## src/rtl/dm_arb_if.sv

```systemverilog
// Requester-side bundle of the dat_mem arbiter: per-requester request,
// burst lock, write enable, packed address/write data, plus the grant,
// read-valid and shared read data returned by the arbiter.
interface dm_arb_if #(
    parameter int NREQ = 3,
    parameter int AW   = 8,
    parameter int DW   = 8
) ();
    logic [NREQ-1:0]    req;
    logic [NREQ-1:0]    lock;
    logic [NREQ-1:0]    we;
    logic [NREQ*AW-1:0] addr;
    logic [NREQ*DW-1:0] wdata;
    logic [NREQ-1:0]    gnt;
    logic [NREQ-1:0]    rvalid;
    logic [DW-1:0]      rdata;

    // Requesters drive the request side and observe grant/read return.
    modport master (
        output req, lock, we, addr, wdata,
        input  gnt, rvalid, rdata
    );

    // The arbiter consumes requests and produces grant/read return.
    modport slave (
        input  req, lock, we, addr, wdata,
        output gnt, rvalid, rdata
    );
endinterface

```

## src/rtl/dm_arb.sv

```systemverilog
// Round-robin arbiter and access sequencer for the single dat_mem port.
// One requester is granted per cycle (combinational grant); its address,
// write enable and write data are steered onto the memory. A granted read
// returns rvalid one cycle later alongside the memory's registered data.
// A requester holding lock keeps the port for at most MAX_LOCK owned cycles.
module dm_arb #(
    parameter int NREQ     = 3,
    parameter int AW       = 8,
    parameter int DW       = 8,
    parameter int MAX_LOCK = 64
) (
    input  logic          clk,
    input  logic          init_n,
    dm_arb_if.slave       bus,
    output logic [AW-1:0] mem_raddr,
    output logic [AW-1:0] mem_waddr,
    output logic          mem_wr_en,
    output logic [DW-1:0] mem_data_in,
    input  logic [DW-1:0] mem_data_out
);
    localparam int PW = (NREQ > 1) ? $clog2(NREQ) : 1;
    localparam int CW = $clog2(MAX_LOCK + 1);

    typedef enum logic {
        ARB    = 1'b0,
        LOCKED = 1'b1
    } state_t;

    state_t          state_q, state_d;
    logic [PW-1:0]   ptr_q, ptr_d;
    logic [PW-1:0]   owner_q, owner_d;
    logic [CW-1:0]   lock_cnt_q, lock_cnt_d;
    logic [NREQ-1:0] gnt;
    logic [NREQ-1:0] rvalid_p1;
    logic            win_found;
    logic [PW-1:0]   win_idx;
    logic [PW-1:0]   cand;

    // Index base+k reduced modulo NREQ; base < NREQ and k <= NREQ, so a
    // single conditional subtract is enough and non-power-of-two NREQ wraps.
    function automatic logic [PW-1:0] rr_index(input logic [PW-1:0] base, input int k);
        int s;
        s = int'(base) + k;
        if (s >= NREQ) s = s - NREQ;
        return s[PW-1:0];
    endfunction

    // Round-robin search starting just after the last winner.
    always_comb begin
        win_found = 1'b0;
        win_idx   = '0;
        cand      = '0;
        for (int k = 1; k <= NREQ; k++) begin
            cand = rr_index(ptr_q, k);
            if (!win_found && bus.req[cand]) begin
                win_found = 1'b1;
                win_idx   = cand;
            end
        end
    end

    // Next-state and grant logic. lock_cnt counts owned cycles already
    // completed (the ARB cycle that took the lock is the first), so the
    // current locked cycle is number lock_cnt+1 and the burst ends once it
    // reaches MAX_LOCK. Idle cycles inside a lock still count.
    always_comb begin
        state_d    = state_q;
        ptr_d      = ptr_q;
        owner_d    = owner_q;
        lock_cnt_d = lock_cnt_q;
        gnt        = '0;
        case (state_q)
            ARB: begin
                if (win_found) begin
                    gnt[win_idx] = 1'b1;
                    ptr_d        = win_idx;
                    if (bus.lock[win_idx] && (MAX_LOCK > 1)) begin
                        state_d    = LOCKED;
                        owner_d    = win_idx;
                        lock_cnt_d = CW'(1);
                    end
                end
            end
            LOCKED: begin
                gnt[owner_q] = bus.req[owner_q];
                if (!bus.lock[owner_q] || (lock_cnt_q == CW'(MAX_LOCK - 1))) begin
                    state_d    = ARB;
                    ptr_d      = owner_q;
                    lock_cnt_d = '0;
                end else begin
                    lock_cnt_d = lock_cnt_q + 1'b1;
                end
            end
            default: begin
                state_d = ARB;
            end
        endcase
        // No access may be issued while reset is held.
        if (!init_n) gnt = '0;
    end

    // Steer the granted requester's access onto the memory port.
    always_comb begin
        mem_raddr   = '0;
        mem_wr_en   = 1'b0;
        mem_data_in = '0;
        for (int i = 0; i < NREQ; i++) begin
            if (gnt[i]) begin
                mem_raddr   = bus.addr[i*AW +: AW];
                mem_wr_en   = bus.we[i];
                mem_data_in = bus.wdata[i*DW +: DW];
            end
        end
    end

    assign mem_waddr  = mem_raddr;
    assign bus.gnt    = gnt;
    assign bus.rvalid = rvalid_p1;
    assign bus.rdata  = mem_data_out;

    // FSM state, round-robin pointer, lock owner/count and read-return flag.
    always_ff @(posedge clk or negedge init_n) begin
        if (!init_n) begin
            state_q    <= ARB;
            ptr_q      <= PW'(NREQ - 1);
            owner_q    <= '0;
            lock_cnt_q <= '0;
            rvalid_p1  <= '0;
        end else begin
            state_q    <= state_d;
            ptr_q      <= ptr_d;
            owner_q    <= owner_d;
            lock_cnt_q <= lock_cnt_d;
            // stage p0 -> p1: granted reads see their data next cycle
            rvalid_p1  <= gnt & ~bus.we;
        end
    end
endmodule

```

## src/flat_wrapper.sv

```systemverilog
// flat-port wrapper written by rule: the top's interface ports become plain ports
module dm_arb_flat 
#(
    parameter int NREQ     = 3,
    parameter int AW       = 8,
    parameter int DW       = 8,
    parameter int MAX_LOCK = 64
)
  (clk, init_n, mem_raddr, mem_waddr, mem_wr_en, mem_data_in, mem_data_out, bus_req, bus_lock, bus_we, bus_addr, bus_wdata, bus_gnt, bus_rvalid, bus_rdata);
  dm_arb_if #(.NREQ(NREQ), .AW(AW), .DW(DW)) bus_i ();
  input  logic clk;
  input  logic init_n;
  output logic [AW-1:0] mem_raddr;
  output logic [AW-1:0] mem_waddr;
  output logic mem_wr_en;
  output logic [DW-1:0] mem_data_in;
  input  logic [DW-1:0] mem_data_out;
  input wire logic [$bits(bus_i.req)-1:0] bus_req;
  input wire logic [$bits(bus_i.lock)-1:0] bus_lock;
  input wire logic [$bits(bus_i.we)-1:0] bus_we;
  input wire logic [$bits(bus_i.addr)-1:0] bus_addr;
  input wire logic [$bits(bus_i.wdata)-1:0] bus_wdata;
  output wire logic [$bits(bus_i.gnt)-1:0] bus_gnt;
  output wire logic [$bits(bus_i.rvalid)-1:0] bus_rvalid;
  output wire logic [$bits(bus_i.rdata)-1:0] bus_rdata;
  assign bus_i.req = bus_req;
  assign bus_i.lock = bus_lock;
  assign bus_i.we = bus_we;
  assign bus_i.addr = bus_addr;
  assign bus_i.wdata = bus_wdata;
  assign bus_gnt = bus_i.gnt;
  assign bus_rvalid = bus_i.rvalid;
  assign bus_rdata = bus_i.rdata;
  dm_arb #(.NREQ(NREQ), .AW(AW), .DW(DW), .MAX_LOCK(MAX_LOCK)) u_core (.clk(clk), .init_n(init_n), .bus(bus_i), .mem_raddr(mem_raddr), .mem_waddr(mem_waddr), .mem_wr_en(mem_wr_en), .mem_data_in(mem_data_in), .mem_data_out(mem_data_out));
endmodule
```

## config.mk

```make
export PLATFORM = sky130hd
export DESIGN_NAME = dm_arb_flat
export DESIGN_NICKNAME = d
export VERILOG_FILES = /design/src/rtl/dm_arb_if.sv /design/src/rtl/dm_arb.sv /design/src/flat_wrapper.sv
export SDC_FILE = /design/constraint.sdc
export NUM_CORES = 1
export LEC_CHECK = 0
export CAP_MARGIN = 20
export CORE_MARGIN = 2
export CORE_UTILIZATION = 38
export DETAILED_ROUTE_END_ITERATION = 8
export PLACE_DENSITY = 0.88
export REMOVE_ABC_BUFFERS = 1
export SKIP_CTS_REPAIR_TIMING = 1
export SLEW_MARGIN = 5
export SYNTH_ARGS = -nofsm -noshare
export SYNTH_HDL_FRONTEND = slang
export SYNTH_SLANG_ARGS = --single-unit
```

## constraint.sdc

```tcl
create_clock -name clk -period 3.6 [get_ports clk]
set_clock_uncertainty 0.1 [all_clocks]
set_input_delay 0.54 -clock clk [delete_from_list [all_inputs] [get_ports clk]]
set_output_delay 0.54 -clock clk [all_outputs]
set_load 0.02 [all_outputs]
```

power_grid.png
Scale: 6 px per um. Pins as bars on the die edge.
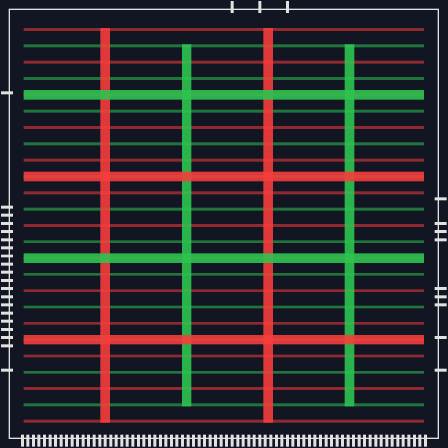
VDD: marked green. VSS: marked red.
106 signal pins sit on the boundary. The core has 24 rows. 4 straps on met4. 4 straps on met5. 25 met1 rails follow the rows.

cell_density.png
Scale: 4 px per um. 7 x 7 tiles, from white (low) to dark blue (high), 0 to 100% covered.
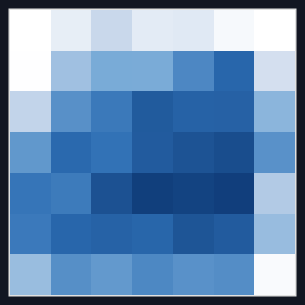
6.1% of the tiles are nearly empty. The mean over all tiles is 56%. The fullest tile reaches 94%. 35% of the tiles are over 75% full. The densest ninth of the die: center.

congestion.png
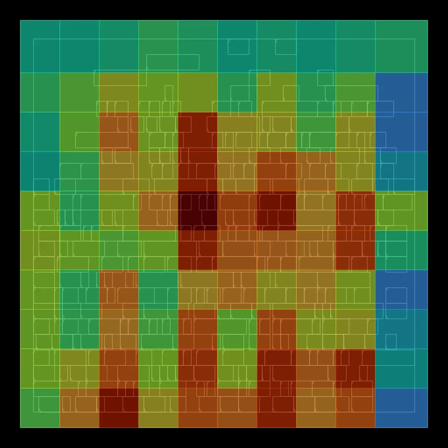
Post-Route Utilization: 66.6%
detail-routed net length per standard cell: 16.3 um
GRT Resource Usage Total: 23.7%

clk_routes.png
Scale: 8 px per um.
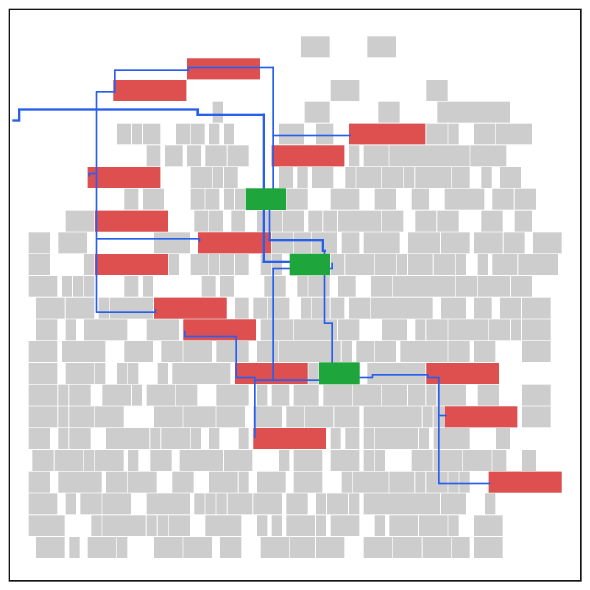
clock wires: marked blue, length 285 um. clock drivers: marked green, count 3. flip-flops: marked red, count 15.
There are 4 routed clock nets.

==> notes.md <==
Main metrics from the flow reports.

The commonest non-fill, non-tap cell in the layout is sky130_fd_sc_hd__clkdlybuf4s50_1. The depth of the CTS H-tree is 1. STA classifies the critical path endpoint as a primary output. The tree is rooted in a sky130_fd_sc_hd__clkbuf_8. In this run the most critical hold path is launched from u_core.lock_cnt_q[1]$_DFFE_PN0P_.

Per the detail_route report, DRC violations left total 0. The TritonCTS clock tree is yes. The number of distinct library cells after synthesis is 55. Synthesis produced a netlist whose cell count is 222. The setup slack of the most critical reg-to-reg path came out at 0.47 ns. The run finished with clean final reports.

The antenna diode instance count is 0. The final clock period utilization by the worst path is 98.2%. The number of vias per cell after detailed routing is 5.47. The number of clock sinks came out at 15. The largest net degree at the start of global routing is 20. Per the synth log, the flip-flop and latch total comes to 15.

Sorting the synthesis cell report by count puts at the top sky130_fd_sc_hd__inv_1. The chip occupies 0.00508 sq mm. The total leakage power came out at 0.00140 uW.

In the Yosys report the total cell count is 222. The biggest area contributor in the post-synthesis netlist is sky130_fd_sc_hd__dfrtp_1. The post-synthesis instance area is 0.00172 sq mm. The worst register-to-register path begins at u_core.ptr_q[1]$_DFFE_PN1P_. Before placement the cells fill 39.5% of the core. The number of buffers created by CTS came out at 3. The number of max-capacitance violations reported is 0.

The weighted congestion at the end of routability-driven global placement came out at 0.968. Once detailed placement completed, the half-perimeter wirelength came to 4650 um. The main area contributors are sky130_fd_sc_hd__dfrtp_1, sky130_fd_sc_hd__inv_1, sky130_fd_sc_hd__buf_4, sky130_fd_sc_hd__o221ai_2, sky130_fd_sc_hd__o221ai_1.
-- final cells by class --
cell class              instances  area, sq um
clock buffers                   3         41.3
clock inverters                 1         5.00
fillers                       348         1450
inverters                      45          169
multi-input cells             139         1110
flip-flops and latches         15          377
well taps                      52         65.1
repair buffers                122         1130
-- flip-flops by register name, indices dropped and copies added (netlist names) --
| register | count |
|---|---|
| u_core.lock_cnt_q | 7 |
| u_core.owner_q | 2 |
| u_core.state_q | 1 |
| u_core.ptr_q | 2 |
| u_core.bus.rvalid | 3 |
-- logic make-up after synthesis --
group | after synthesis | synth area share [%]
flops | 15 | 21.9
fa+ha+maj | 5 | 3.64
buf+inv | 68 | 19.5
compound gates | 62 | 31.3
mux | 4 | 2.62
simple gates | 68 | 21.0
-- layer usage --
layer	vias to the layer above	part of all wire, %	wire length [um]	global-route usage (%)
met1	978	38	2360	26.8
met2	87	51	3140	41.4
li1	975	-	-	-
met4	0	3.2	197	9.43
met3	22	7.1	433	7.59
met5	-	0	0	0
-- stage by stage --
stage,hold WS (ns),util [%],setup slack [ns]
floorplan,0.144,-,-0.0921
global placement,0.431,63.1,-0.322
detailed placement,0.443,63.1,-0.405
CTS,0.454,64.2,-0.670
global route,0.497,66.6,-0.0738
finish,0.446,66.6,0.0648
-- report_power, final --
| group | leakage [uW] | switching (uW) | total, uW | internal [uW] |
|---|---|---|---|---|
| clock network | 0.0000255 | 66.4 | 143 | 76.8 |
| logic | 0.00118 | 1240 | 2340 | 1100 |
| registers | 0.000194 | 47.9 | 274 | 226 |
Power is estimated from default activity; no workload was simulated.
